**Run 1: drive-strength map**

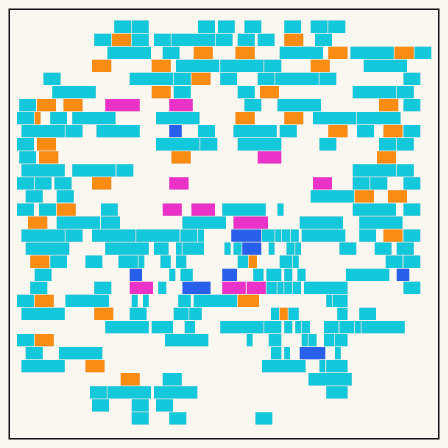
**Run 1: I/O pins on the die edge**

Bar = 20 µm. Pins as bars across the die edge, other pins in gray.
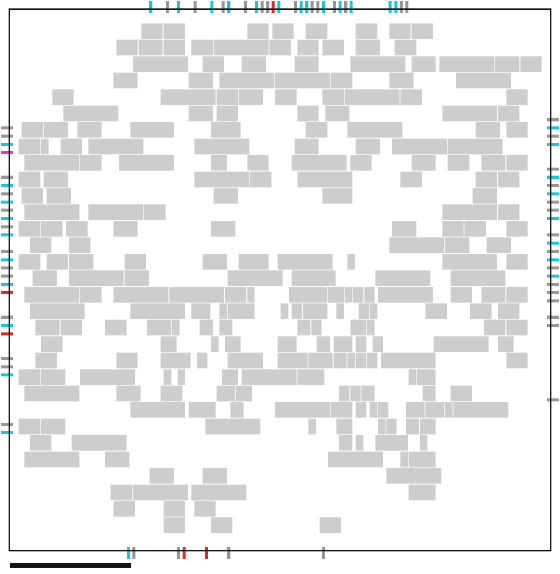
**Run 1: zoomed window**

Window x 57 to 77, y 57 to 77 µm. Cells in gray, sequential cells in the stronger gray; small squares are vias.
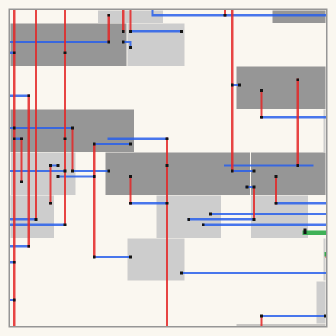
==> config.mk <==
export PLATFORM = sky130hd
export DESIGN_NAME = register_dump_reader
export DESIGN_NICKNAME = d
export VERILOG_FILES = /design/src/rtl/register_dump_reader.sv
export SDC_FILE = /design/constraint.sdc
export NUM_CORES = 1
export LEC_CHECK = 0
export ABC_CLOCK_PERIOD_IN_PS = 4190
export CAP_MARGIN = 5
export CORE_MARGIN = 1
export CORE_UTILIZATION = 30
export DETAILED_ROUTE_END_ITERATION = 16
export GPL_TIMING_DRIVEN = 0
export MAX_ROUTING_LAYER = met4
export SYNTH_ARGS = -nofsm -noshare
export SYNTH_HDL_FRONTEND = slang
export SYNTH_SLANG_ARGS = --single-unit
export TNS_END_PERCENT = 1
==> constraint.sdc <==
create_clock -name cpuClock -period 4.19 [get_ports cpuClock]
set_clock_uncertainty 0.2 [all_clocks]
set_input_delay 0.6285 -clock cpuClock [delete_from_list [all_inputs] [get_ports cpuClock]]
set_output_delay 0.6285 -clock cpuClock [all_outputs]
set_load 0.005 [all_outputs]
==> src/rtl/register_dump_reader.sv <==
// Debug-side register dump engine: stalls the CPU, drains writebacks, then streams
// every register-file entry out over a valid/ready handshake.
module register_dump_reader #(
  parameter int NR_OF_REGS   = 32,
  parameter int DRAIN_CYCLES = 2
) (
  input  logic        cpuClock,
  input  logic        reset,
  input  logic        dumpRequest,
  input  logic        dumpAbort,
  output logic        stallCpu,
  output logic [4:0]  readAddr,
  input  logic [31:0] readData,
  output logic [31:0] dataOut,
  output logic [4:0]  dataIndex,
  output logic        dataValid,
  input  logic        dataReady,
  output logic        busy,
  output logic        done
);

  localparam logic [2:0] ST_IDLE  = 3'd0;
  localparam logic [2:0] ST_DRAIN = 3'd1;
  localparam logic [2:0] ST_READ  = 3'd2;
  localparam logic [2:0] ST_WAIT  = 3'd3;
  localparam logic [2:0] ST_DONE  = 3'd4;

  localparam logic [4:0] LAST_INDEX = 5'(NR_OF_REGS - 1);
  localparam bit         HAS_DRAIN  = (DRAIN_CYCLES > 0);
  localparam logic [3:0] DRAIN_INIT = HAS_DRAIN ? 4'(DRAIN_CYCLES - 1) : 4'd0;

  logic [2:0]  r_state;
  logic [4:0]  r_index;
  logic [3:0]  r_drain_cnt;
  logic [31:0] r_data_out;
  logic [4:0]  r_data_index;
  logic        r_valid;
  logic        r_busy;
  logic        r_done;

  logic [2:0]  w_next_state;
  logic [4:0]  w_next_index;
  logic [3:0]  w_next_drain;
  logic        w_capture;
  logic        w_clear_valid;
  logic        w_next_busy;

  // Next-state logic; abort beats a same-cycle handshake in WAIT.
  always_comb begin
    w_next_state  = r_state;
    w_next_index  = r_index;
    w_next_drain  = r_drain_cnt;
    w_capture     = 1'b0;
    w_clear_valid = 1'b0;
    case (r_state)
      ST_IDLE: begin
        if (dumpRequest) begin
          w_next_index = 5'd0;
          if (HAS_DRAIN) begin
            w_next_state = ST_DRAIN;
            w_next_drain = DRAIN_INIT;
          end else begin
            w_next_state = ST_READ;
          end
        end else begin
          w_next_state = ST_IDLE;
        end
      end
      ST_DRAIN: begin
        if (dumpAbort) begin
          w_next_state  = ST_IDLE;
          w_next_index  = 5'd0;
          w_clear_valid = 1'b1;
        end else if (r_drain_cnt == 4'd0) begin
          w_next_state = ST_READ;
        end else begin
          w_next_drain = r_drain_cnt - 4'd1;
        end
      end
      ST_READ: begin
        if (dumpAbort) begin
          w_next_state  = ST_IDLE;
          w_next_index  = 5'd0;
          w_clear_valid = 1'b1;
        end else begin
          w_capture    = 1'b1;
          w_next_state = ST_WAIT;
        end
      end
      ST_WAIT: begin
        if (dumpAbort) begin
          w_next_state  = ST_IDLE;
          w_next_index  = 5'd0;
          w_clear_valid = 1'b1;
        end else if (r_valid && dataReady) begin
          w_clear_valid = 1'b1;
          if (r_index == LAST_INDEX) begin
            w_next_state = ST_DONE;
          end else begin
            w_next_index = r_index + 5'd1;
            w_next_state = ST_READ;
          end
        end else begin
          w_next_state = ST_WAIT;
        end
      end
      ST_DONE: begin
        w_next_index = 5'd0;
        w_next_state = ST_IDLE;
      end
      default: begin
        w_next_state  = ST_IDLE;
        w_next_index  = 5'd0;
        w_next_drain  = 4'd0;
        w_clear_valid = 1'b1;
      end
    endcase
  end

  always_comb begin
    w_next_busy = (w_next_state == ST_DRAIN) || (w_next_state == ST_READ) ||
                  (w_next_state == ST_WAIT);
  end

  always_ff @(posedge cpuClock or posedge reset) begin
    if (reset) begin
      r_state      <= ST_IDLE;
      r_index      <= 5'd0;
      r_drain_cnt  <= 4'd0;
      r_data_out   <= 32'd0;
      r_data_index <= 5'd0;
      r_valid      <= 1'b0;
      r_busy       <= 1'b0;
      r_done       <= 1'b0;
    end else begin
      r_state     <= w_next_state;
      r_index     <= w_next_index;
      r_drain_cnt <= w_next_drain;
      r_busy      <= w_next_busy;
      r_done      <= (w_next_state == ST_DONE);
      if (w_capture) begin
        r_data_out   <= readData;
        r_data_index <= r_index;
        r_valid      <= 1'b1;
      end else if (w_clear_valid) begin
        r_valid <= 1'b0;
      end else begin
        r_valid <= r_valid;
      end
    end
  end

  assign stallCpu  = r_busy;
  assign busy      = r_busy;
  assign done      = r_done;
  assign readAddr  = r_index;
  assign dataOut   = r_data_out;
  assign dataIndex = r_data_index;
  assign dataValid = r_valid;

endmodule
==> flow_summary.toml, run 1 <==
# implementation run metrics
[cells_and_area]
drive_gt1_share_pct = 22.39

[floorplan]
initCoreUtil_pct = 31.26

[clock_tree]
clock_sinks = 52
cts_buffers = 5

[worst_setup_path]
cp.required_ps = 4190
cp-end-kind = "flop"
cp_slowest_cell = "clkdlybuf4s50_1"

[synth]
yosysWarnings = 0
synth_cells = 168
ys_sh_simple_pct = 9.660
synth_xor_xnor_area_share_pct = 0.7684
flop_cell = "dfrtp_1"
edf_count = 0

[run_status]
status = "completed"

[power_and_ir_drop]
clkPwrFrac_pct = 15.4
power.share.switching_pct = 29.62
vdd_ir_drop_max_uv = 241.9
p_sw_mw = 0.5733

[placement]
gp_congestion = 0.7391

[final_timing]
hold_viol_final = 0
slew_headroom_pct = 66.59
rsz0062_at_grt = "no"

[global_route]
antenna_found_initial = 0
## Picture notes: 'drive-strength map'
Orange marks drive 2, cells 39, share 15%, most used mux2_2. Blue marks drive 3 to 4, cells 8, share 3.1%, most used clkinvlp_4. Cyan marks drive 1 or less, cells 201, share 78%, most used clkdlybuf4s50_1. Magenta marks drive 6 and up, cells 11, share 4.2%, most used clkbuf_8.

## Picture notes: 'I/O pins on the die edge'
Cyan marks `readData`, pins 32, direction input, edge 13 top, 10 left, 8 right, 1 bottom. Red marks `readAddr`, pins 5, direction output, edge 2 left, 2 bottom, 1 top. Magenta marks `cpuClock`, pins 1, direction input, edge left.
All pins by edge: 27 top, 26 left, 23 right, 7 bottom.
chip height: 89.17 µm
input/output buffers: 82
Chip Width: 89.17 µm

## Picture notes: 'zoomed window'
Green marks met3. Red marks met2. Blue marks met1.
Sequential cells in the window: 5. Netlist names of flops here include `dataOut` (5). Most frequent: dfrtp_1 (5), clkdlybuf4s50_1 (4), mux2_2 (2). 11 logic cells have their middle in the window.

[run 1: through the flow]
step	setup slack (ps)	utilization, %	area (µm²)	std cells
2_1_floorplan	2015	-	2280	168
3_3_place_gp	966.1	44.22	3224	349
3_5_place_dp	1442	44.49	3244	350
4_1_cts	1774	45.76	3337	358
5_1_grt	1707	45.76	3337	358
6_report	1788	45.76	3337	358
[run 1: kinds of logic after synthesis]
kind of cell               count (synthesis)
muxes                                     41
xor gates and xnor gates                   2
buffers and inverters                     15
adders and majority gates                  4
DFF                                       52
and+or+nand+nor                           37
AOI/OAI and AO/OA                         17
[run 1: power groups by stage]
| stage | clock network, mW | logic (mW) | registers, mW |
|---|---|---|---|
| 2_1_floorplan | 0 | 0.391 | 0.813 |
| 3_3_place_gp | 0 | 0.840 | 0.798 |
| 3_5_place_dp | 0 | 0.851 | 0.807 |
| 4_1_cts | 0.310 | 0.856 | 0.797 |
| 5_1_grt | 0.331 | 0.927 | 0.823 |
| 6_report | 0.299 | 0.842 | 0.795 |
[run 1: final timing paths]
check / cells past startpoint / start / to / slack [ps]
max in group asynchronous: 3 / reset / dataIndex[2] / 2800
min: 1 / dataIndex[2] / dataIndex[2] / 300
max: 5 / dumpAbort / dataOut[25] / 1790
min in group asynchronous: 2 / reset / dataOut[5] / 460
max reg2reg: 7 / readAddr[0] / readAddr[0] / 1840
min reg2reg: 1 / dataIndex[2] / dataIndex[2] / 300
[run 1: worst register-to-register path, cell delays in order (launching register included)]
cell      delay, ps
dfrtp_1         450
ha_1            250
and3_1          190
ha_1            180
nand2b_1        140
a31oi_1         380
o21ai_4         130
mux2_1          320
[run 1: metal layers]
metal / global-route usage [%] / wire length [µm]
met5: - / 0
met4: 3.463 / 51
met3: 4.524 / 404
met2: 20.12 / 2124
met1: 16.09 / 2108
[run 1: sequential cells by signal, summed over array words and instances (netlist names)]
signal and flops:
dataValid 1, r_drain_cnt 4, readAddr 5, done 1, dataIndex 5, dataOut 32
r_state 3, busy 1
[run 1: cell usage in the layout, fill, tap and decap left out, types with 2 or more instances in the layout]
| cell type | n |
|---|---|
| mux2i_1 | 2 |
| buf_6 | 4 |
| buf_2 | 2 |
| mux2_1 | 3 |
| mux2_2 | 35 |
| xnor2_1 | 2 |
| o211ai_1 | 2 |
| or3_1 | 2 |
| clkinvlp_4 | 2 |
| a21boi_0 | 2 |
| nand2_1 | 7 |
| nor2_1 | 7 |
| dfrtp_1 | 52 |
| o21ai_0 | 4 |
| ha_1 | 4 |
| clkdlybuf4s50_1 | 82 |
| o2bb2ai_1 | 2 |
| and3_1 | 2 |
| nand3_1 | 5 |
| clkbuf_8 | 5 |
| nand2b_1 | 3 |
| nor3_1 | 3 |
| inv_1 | 7 |
[run 1: layout make-up]
cell class / count / area [µm²]
Buffer: 7 / 62.56
Sequential cell: 52 / 1301
Inverter: 8 / 30.03
Fill cell: 701 / 3955
Tap cell: 99 / 123.9
Timing Repair Buffer: 83 / 840.8
Clock inverter: 3 / 23.77
Clock buffer: 5 / 68.82
Multi-Input combinational cell: 101 / 885.9
## Run 2: what changed since run 1
--- a/config.mk
+++ b/config.mk
@@ -5,7 +5,7 @@
 export SDC_FILE = /design/constraint.sdc
 export NUM_CORES = 1
 export LEC_CHECK = 0
-export ABC_CLOCK_PERIOD_IN_PS = 4190
+export ABC_CLOCK_PERIOD_IN_PS = 2100
 export CAP_MARGIN = 5
 export CORE_MARGIN = 1
 export CORE_UTILIZATION = 30
==> constraint.sdc (replaced) <==
create_clock -name cpuClock -period 2.1 [get_ports cpuClock]
set_clock_uncertainty 0.2 [all_clocks]
set_input_delay 0.315 -clock cpuClock [delete_from_list [all_inputs] [get_ports cpuClock]]
set_output_delay 0.315 -clock cpuClock [all_outputs]
set_load 0.005 [all_outputs]
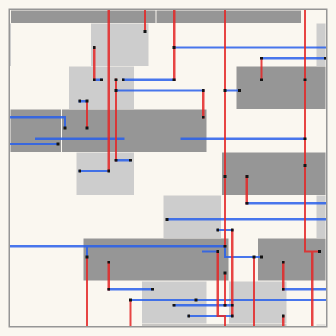
**Above:** run 2 (zoomed window).
Window x 57 to 77, y 57 to 77 µm. Cells in gray, sequential cells in the stronger gray; small squares are vias.

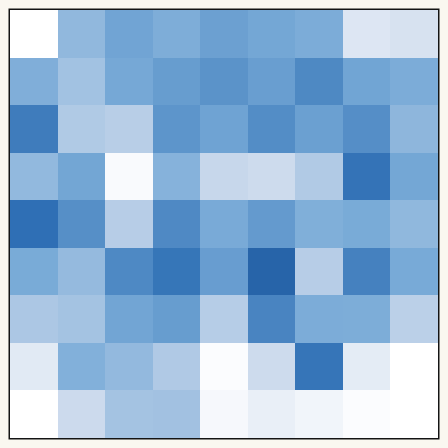
**Above:** run 2 (placement density heat map).
9 x 9 tiles, from white (low) to dark blue (high), 0 to 100% covered.
7.4% of the tiles are nearly empty. 1.2% of the tiles are over 75% full. The emptiest ninth of the die: lower right. The mean over all tiles is 41%. The fullest tile reaches 79%.
Final Util: 46.89%
core box area: 7292 µm²
fp util: 31.26%

==> run 2 against run 1 <==
Against the previous run: count of clock-buffer cells in the layout stayed put; die size stayed put; hold slack worse by 200 ps; combinational power is 110% higher; clock power is 120% higher; design area is 2.5% higher; area after synthesis stayed put; flip-flop count stayed put; first-iteration DRC count is 12% higher.
==> flow_summary.toml, run 2 <==
# implementation run metrics
[synth]
edf_count = 0
synth_cells = 168
flop_cell = "dfrtp_1"

[cells_and_area]
fin_cells = 362
lay_top_count = "clkdlybuf4s50_1"
drive_gt1_share_pct = 25.48
final_cell_area_um2 = 3420
mostFrequentLayoutCells = "81 x clkdlybuf4s50_1, 52 x dfrtp_1, 35 x mux2_2"
largest_register_ffs = 32

[global_route]
antenna_found_initial = 0

[final_timing]
setup_ws_ps = 77.39
rsz0062_at_grt = "no"
slew_headroom_pct = 70.76
hold_viol_final = 0

[placement]
port_buffers = 82
dp_worst_setup_slack_ps = -332.0
placed_area_um2 = 3259
gp_congestion = 0.7225

[worst_setup_path]
cp-startpoint = "readAddr[0]"
cp-end-kind = "flop"
cp.required_ps = 2090
cp_slowest_cell = "dfrtp_1"
r2r-start = "readAddr[0]"

[power_and_ir_drop]
vdd_ir_drop_max_uv = 511.2

[run_status]
status = "completed"
-- run 2: cell count changes in the layout (fill, tap and decap cells not counted), moves of 2 or more --
cell        before  now
buf_4            1    7
ha_1             4    2
ha_2             0    2
clkinvlp_4       2    0
-- run 2: cell type report --
cell class	instances	area, µm²
Multi-Input combinational cell	101	918.4
Tap cell	99	123.9
Clock buffer	5	68.82
Timing Repair Buffer	89	884.6
Inverter	8	30.03
Sequential cell	52	1301
Fill cell	683	3872
Buffer	7	62.56
Clock inverter	1	30.03
-- run 2: timing repair --
action	4_1_cts	5_1_grt
endpoints found under the setup margin	16	4
setup buffers	3	3
resized	2	3
pin swaps	1	2
-- run 2: where the power goes --
group / switching (mW) / total (mW) / internal [mW]
registers: 0.210 / 1.59 / 1.38
logic: 0.597 / 1.76 / 1.16
clock network: 0.314 / 0.657 / 0.343
total: 1.12 / 4.01 / 2.89
-- run 2: worst max path at each step --
stage	end
after global placement	dataOut[25]
after floorplan	readAddr[0]
after CTS	readAddr[0]
after detailed placement	dataOut[2]
final	readAddr[0]
after global routing	readAddr[0]
-- run 2: kinds of logic after synthesis --
family	after synthesis	synth area share [%]
flops	52	57.08
mux	41	20.31
simple gates	37	9.660
compound gates	17	5.928
buf+inv	15	4.062
fa+ha+maj	4	2.195
xor+xnor	2	0.7685
-- run 2: layer usage --
| layer | up-vias | track usage (%) | part of all wire, % |
|---|---|---|---|
| li1 | 785 | - | - |
| met1 | 811 | 16.41 | 45 |
| met2 | 54 | 19.15 | 47 |
| met3 | 5 | 4.432 | 6.4 |
| met4 | 0 | 4.185 | 1.2 |
| met5 | - | - | 0 |
-- run 2: critical path, delay by kind of cell (launching register included) --
family,cells,cell delay [ps]
AND/OR/NAND/NOR,2,320
AND-OR/OR-AND,2,320
multiplexers,1,310
adder cells (fa/ha/maj),2,370
flip-flops,1,400
No activity file was given, so power comes from the tool's default toggle rates.
